[src/rtl/maxnet_input_loader.sv]
// Input loader for MaxNet: collects N signed values from a valid/ready stream,
// pulses start to the controller, waits for done and holds the result for the host.
// Optional build macro CLAMP_NEG_EN stores negative input values as zero.
module maxnet_input_loader #(
  parameter int N  = 4,
  parameter int DW = 8,
  localparam int CW = $clog2(N + 1)
) (
  input  logic            clk,
  input  logic            rst,
  input  logic            in_valid,
  output logic            in_ready,
  input  logic [DW-1:0]   in_data,
  input  logic            in_last,
  output logic            start,
  input  logic            done,
  output logic [N*DW-1:0] x_bus,
  output logic            busy,
  output logic            result_valid,
  input  logic            result_ack,
  output logic [CW-1:0]   beat_cnt
);

  typedef enum logic [1:0] {
    S_LOAD,
    S_ARM,
    S_WAIT,
    S_RESULT
  } state_t;

  state_t            r_state;
  logic [N*DW-1:0]   r_x_bus;
  logic [CW-1:0]     r_beat_cnt;
  logic              r_start;
  logic              r_busy;
  logic              r_result_valid;
  logic              w_last;

  // MaxNet activations must be non-negative, so the clamp build zeroes negatives.
  function automatic logic [DW-1:0] clamp_val(input logic signed [DW-1:0] v);
`ifdef CLAMP_NEG_EN
    return (v < 0) ? '0 : v;
`else
    return v;
`endif
  endfunction

  assign w_last = in_last || (r_beat_cnt == CW'(N - 1));

  // Held low while reset is asserted even though the state already reads LOAD.
  assign in_ready     = rst && (r_state == S_LOAD);
  assign start        = r_start;
  assign x_bus        = r_x_bus;
  assign busy         = r_busy;
  assign result_valid = r_result_valid;
  assign beat_cnt     = r_beat_cnt;

  always_ff @(posedge clk or negedge rst) begin
    if (!rst) begin
      r_state        <= S_LOAD;
      r_x_bus        <= '0;
      r_beat_cnt     <= '0;
      r_start        <= 1'b0;
      r_busy         <= 1'b0;
      r_result_valid <= 1'b0;
    end else begin
      case (r_state)
        S_LOAD: begin
          if (in_valid) begin
            // Early last zero-fills the remaining elements on the same edge.
            for (int i = 0; i < N; i++) begin
              if (i == int'(r_beat_cnt))
                r_x_bus[i*DW +: DW] <= clamp_val(in_data);
              else if (in_last && (i > int'(r_beat_cnt)))
                r_x_bus[i*DW +: DW] <= '0;
            end
            r_beat_cnt <= r_beat_cnt + CW'(1);
            r_busy     <= 1'b1;
            if (w_last) begin
              r_state <= S_ARM;
              r_start <= 1'b1;
            end
          end
        end
        S_ARM: begin
          r_start <= 1'b0;
          r_state <= S_WAIT;
        end
        S_WAIT: begin
          if (done) begin
            r_result_valid <= 1'b1;
            r_state        <= S_RESULT;
          end
        end
        S_RESULT: begin
          if (result_ack) begin
            r_result_valid <= 1'b0;
            r_beat_cnt     <= '0;
            r_busy         <= 1'b0;
            r_state        <= S_LOAD;
          end
        end
        default: begin
          r_start <= 1'b0;
          r_state <= S_LOAD;
        end
      endcase
    end
  end

endmodule

[config.mk]
export PLATFORM = sky130hd
export DESIGN_NAME = maxnet_input_loader
export DESIGN_NICKNAME = d
export VERILOG_FILES = /design/src/rtl/maxnet_input_loader.sv
export SDC_FILE = /design/constraint.sdc
export NUM_CORES = 1
export LEC_CHECK = 0
export ABC_AREA = 1
export CAP_MARGIN = 5
export CORE_MARGIN = 2
export CORE_UTILIZATION = 50
export DETAILED_ROUTE_END_ITERATION = 16
export DONT_BUFFER_PORTS = 1
export MAX_ROUTING_LAYER = met4
export PLACE_DENSITY = 0.76
export SLEW_MARGIN = 20
export SYNTH_ARGS = -nofsm -noshare
export SYNTH_HDL_FRONTEND = slang
export SYNTH_SLANG_ARGS = --single-unit
export TNS_END_PERCENT = 1
[constraint.sdc]
create_clock -name clk -period 1.7 [get_ports clk]
set_input_delay 0.17 -clock clk [delete_from_list [all_inputs] [get_ports clk]]
set_output_delay 0.17 -clock clk [all_outputs]
set_load 0.01 [all_outputs]
==> Slide: Implementation Results <==
Physical Implementation Snapshot

Clock tree
  • Clk Tree Root Cell: clkbuf_8
  • H-tree depth: 2
  • Post-CTS Setup Inserts: 0
  • CTS tree: built
  • Clock latency on the worst-skew pair: 300 ps
  • Register clock-pin slew on the reported worst setup and hold paths: 80 ps
  • Clk sinks: 40
  • Total CTS buffers: 5
  • Clock Path Buffers: 2

Global route
  • Largest net degree at the start of global routing: 41
  • Antenna violations before repair: 0
  • First-pass GRT wire length: 6570 µm
  • Number of global-route vias before repair: 1365
  • Total grt overflow: 0
  • Total track usage: 21.0%

Setup path
  • R2R Path End: x_bus[0]
  • Critical Path RT: 1880 ps
  • Crit path kind: flip-flop to flip-flop
  • Startpoint Class: flip-flop
  • CP Max Fanout: 16
  • Reg-to-Reg Start: r_state[0]
  • WP data arrival: 1680 ps
  • Worst-case reg-to-reg path depth: 7
  • Critical Path Source: r_state[0]

Yosys
  • Syn_area_per_cell: 9.14 µm²
  • Cells after Synth: 205
  • Synthesized cell area: 1870 µm²
  • # Cells Yosys: 205
  • Net count after synthesis: 228
  • Chip Area, Yosys: 1870 µm²
  • Synth Register Bits: 40
  • Yosys warns: 0
  • Post-synth seq share: 53.4%

Final timing
  • Hold Slack: 26.3 ps
  • Maximum clock frequency: 0.668 GHz
  • Worst Max-Slew Pin Slew: 366 ps
  • Min Tclk post-route: 1500 ps
  • Final hold violations: 0
  • Worst Clk Skew: 9.45 ps
  • Post-layout period usage: 88.1%
  • Final Setup Violations: 0
  • Setup TNS: 0 ps
  • Worst Setup Slack, final: 202 ps
  • Final Max Slew Viols: 0
  • RSZ-0062 raised after global routing: false
  • Max-slew headroom: 75.6%

Floorplanning
  • Initial Util: 51.5%
  • Core Rows: 22
  • Width of the chip: 65.2 µm
  • Top Ports: 53
  • Area of the core: 3630 µm²
  • Vert. Die Dim: 65.2 µm

Route
  • Routed Antenna Nets: 0
  • Vias per cell: 5.03
  • First drt pass iteration count: 4
  • Initial DRC Count: 119

Place
  • Post-DP HPWL: 2780 µm
  • Worst slack, placed: 169 ps
  • GP Congestion: 0.797
  • PortBufs: 0

Layout
  • Sequential Area: 1000 µm²
  • Share of layout cells above drive strength 1: 14.4%
  • Post-layout nets: 244
  • Logic area: 757 µm²
  • Synth-to-layout area growth: 14.9%
  • ANT cells: 0
  • FILL cells: 321

Job
  • Tool Warnings: 32
  • Maxcap violations: 0

Outcome
  • Status: finished, final reports clean

Power and ir drop
  • VDD IR max: 597 µV
  • Tot Pwr: 0.00373 W
  • Pwr dens: 1730 nW/µm²
  • Leak pwr: 1.15 nW

Hold path
  • Hold path startpoint: in_valid
  • WHS Endpoint: start
  • Worst hold path depth: 2
  • Min-delay worst type: input port to flip-flop
layout by cell type, fill, tap and decap left out, types with 5 or more instances in the layout:
cell / synthesis / final
dfrtp_1: 40 / 40
nand2_1: 73 / 73
o21ai_1: 8 / 8
dlygate4sd3_1: 0 / 9
nor2_1: 5 / 5
clkbuf_8: 0 / 6
ha_1: 9 / 8
inv_1: 21 / 21
nand3_1: 20 / 20
o21ai_2: 8 / 8
critical path, stage by stage (launching register included):
cell and delay [ps]:
dfrtp_1 420, inv_1 100, ha_2 260, nand2_4 90, inv_6 100, nand3_4 200
nand2_1 140, o21ai_2 60
per-layer routing:
metal  share of wire, %  vias up  GRT usage [%]
li1                   -      688              -
met4                1.3        0           7.03
met3                7.6        4           8.56
met5                  0        -              -
met2                 46       36           31.5
met1                 45      631           26.0
report_power, final:
group          internal, W  switching, W
sequential         0.00130      0.000440
combinational     0.000440      0.000718
clock             0.000480      0.000351
registers in the layout (all words and copies together) (netlist names):
| register | count |
|---|---|
| x_bus | 32 |
| beat_cnt | 3 |
| r_state | 2 |
| busy | 1 |
| result_valid | 1 |
| start | 1 |
through the flow:
| stage | cell area [µm²] | instances | util, % |
|---|---|---|---|
| floorplan | 1870 | 205 | - |
| global placement | 1920 | 252 | 52.8 |
| detailed placement | 1920 | 252 | 52.8 |
| CTS | 2150 | 270 | 59.2 |
| global route | 2150 | 270 | 59.2 |
| finish | 2150 | 270 | 59.2 |
worst max path at each step:
stage                      to  cells past startpoint
floorplan            x_bus[3]                      8
detailed placement  x_bus[21]                      7
finish               x_bus[0]                      7
global placement     x_bus[6]                      7
CTS                  x_bus[7]                      7
global route         x_bus[1]                      7
kinds of logic after synthesis:
kind of cell / count (synthesis) / share of synthesized area, %
adder cells (fa/ha/maj): 9 / 6.01
AND/OR/NAND/NOR: 109 / 26.8
AND-OR/OR-AND: 21 / 7.48
buffers and inverters: 26 / 6.28
flip-flops: 40 / 53.4
synth_stat cells:
| cell | instances | area, µm² |
|---|---|---|
| nor2_1 | 5 | 18.8 |
| nor2_2 | 1 | 6.26 |
| dfrtp_1 | 40 | 1000 |
| nand4_1 | 1 | 6.26 |
| nand3_1 | 20 | 100 |
| inv_6 | 1 | 8.76 |
| o211ai_1 | 2 | 15.0 |
| nand3_2 | 2 | 20.0 |
| buf_6 | 2 | 22.5 |
| nand2_2 | 2 | 12.5 |
| o21ai_0 | 3 | 15.0 |
| o21ai_1 | 8 | 40.0 |
| or2_2 | 1 | 6.26 |
| inv_1 | 21 | 78.8 |
| inv_2 | 2 | 7.51 |
| nand3_4 | 2 | 35.0 |
| nand2_4 | 2 | 22.5 |
| nand2_1 | 73 | 274 |
| ha_1 | 9 | 113 |
| o21ai_2 | 8 | 70.1 |
what timing repair did:
item | 4_1_cts | 5_1_grt
hold endpoints to repair | 56 | 0
hold buffers | 10 | 0
endpoints found under the setup margin | 0 | 9
resized | 0 | 1
cell type report:
type / instances / share of cell area (%)
Inverter: 24 / 4.42
Clock buffer: 6 / 3.84
Clock inverter: 2 / 1.80
Multi-Input combinational cell: 139 / 35.2
Timing Repair Buffer: 11 / 5.47
Sequential cell: 40 / 46.5
Tap cell: 48 / 2.79
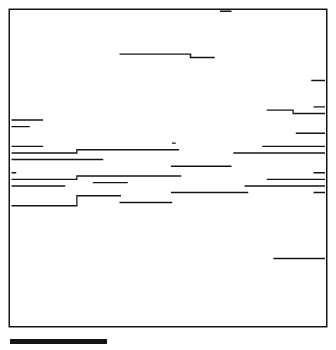
**Above:** met3 routing.
The bar under the picture is 20 µm long.
main direction: horizontal
nets with wire on the layer: 23
longest straight run: 21.4 µm
wire length on this layer: 305 µm

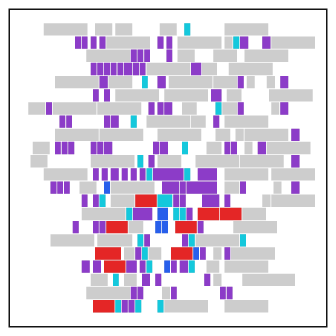
**Above:** gate families picked out.
[red] fa/ha/maj cells | cells: 9 | most used: ha_1
[blue] nor cells | cells: 6 | most used: nor2_1
[cyan] inv cells | cells: 24 | most used: inv_1
[purple] nand cells | cells: 102 | most used: nand2_1
Top cell excl fill/tap: nand2_1
combinational share of cell area: 35.2%
fin cells: 270

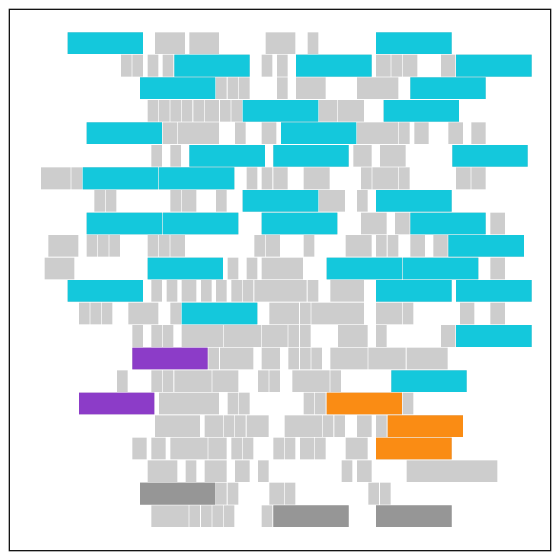
**Above:** where the registers sit.
[cyan] x_bus | flops: 32
[purple] r_state | flops: 2
[orange] beat_cnt | flops: 3
not coloured: 3

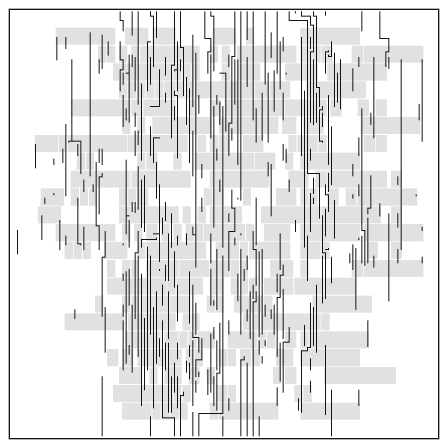
**Above:** signal wires on met2.
Cells faint in the background.
nets with wire on the layer: 180
longest straight run: 32.6 µm
DR vias: 1359
met2 usage: 31.5%
WL final: 3980 µm

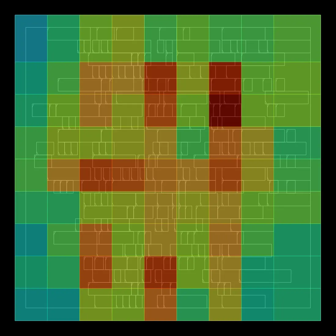
**Above:** routing congestion.
Wirelength per Cell: 14.8 µm
met3 Use GR: 8.56%

Power figures rest on the tool's default switching activity, not on a simulated workload.
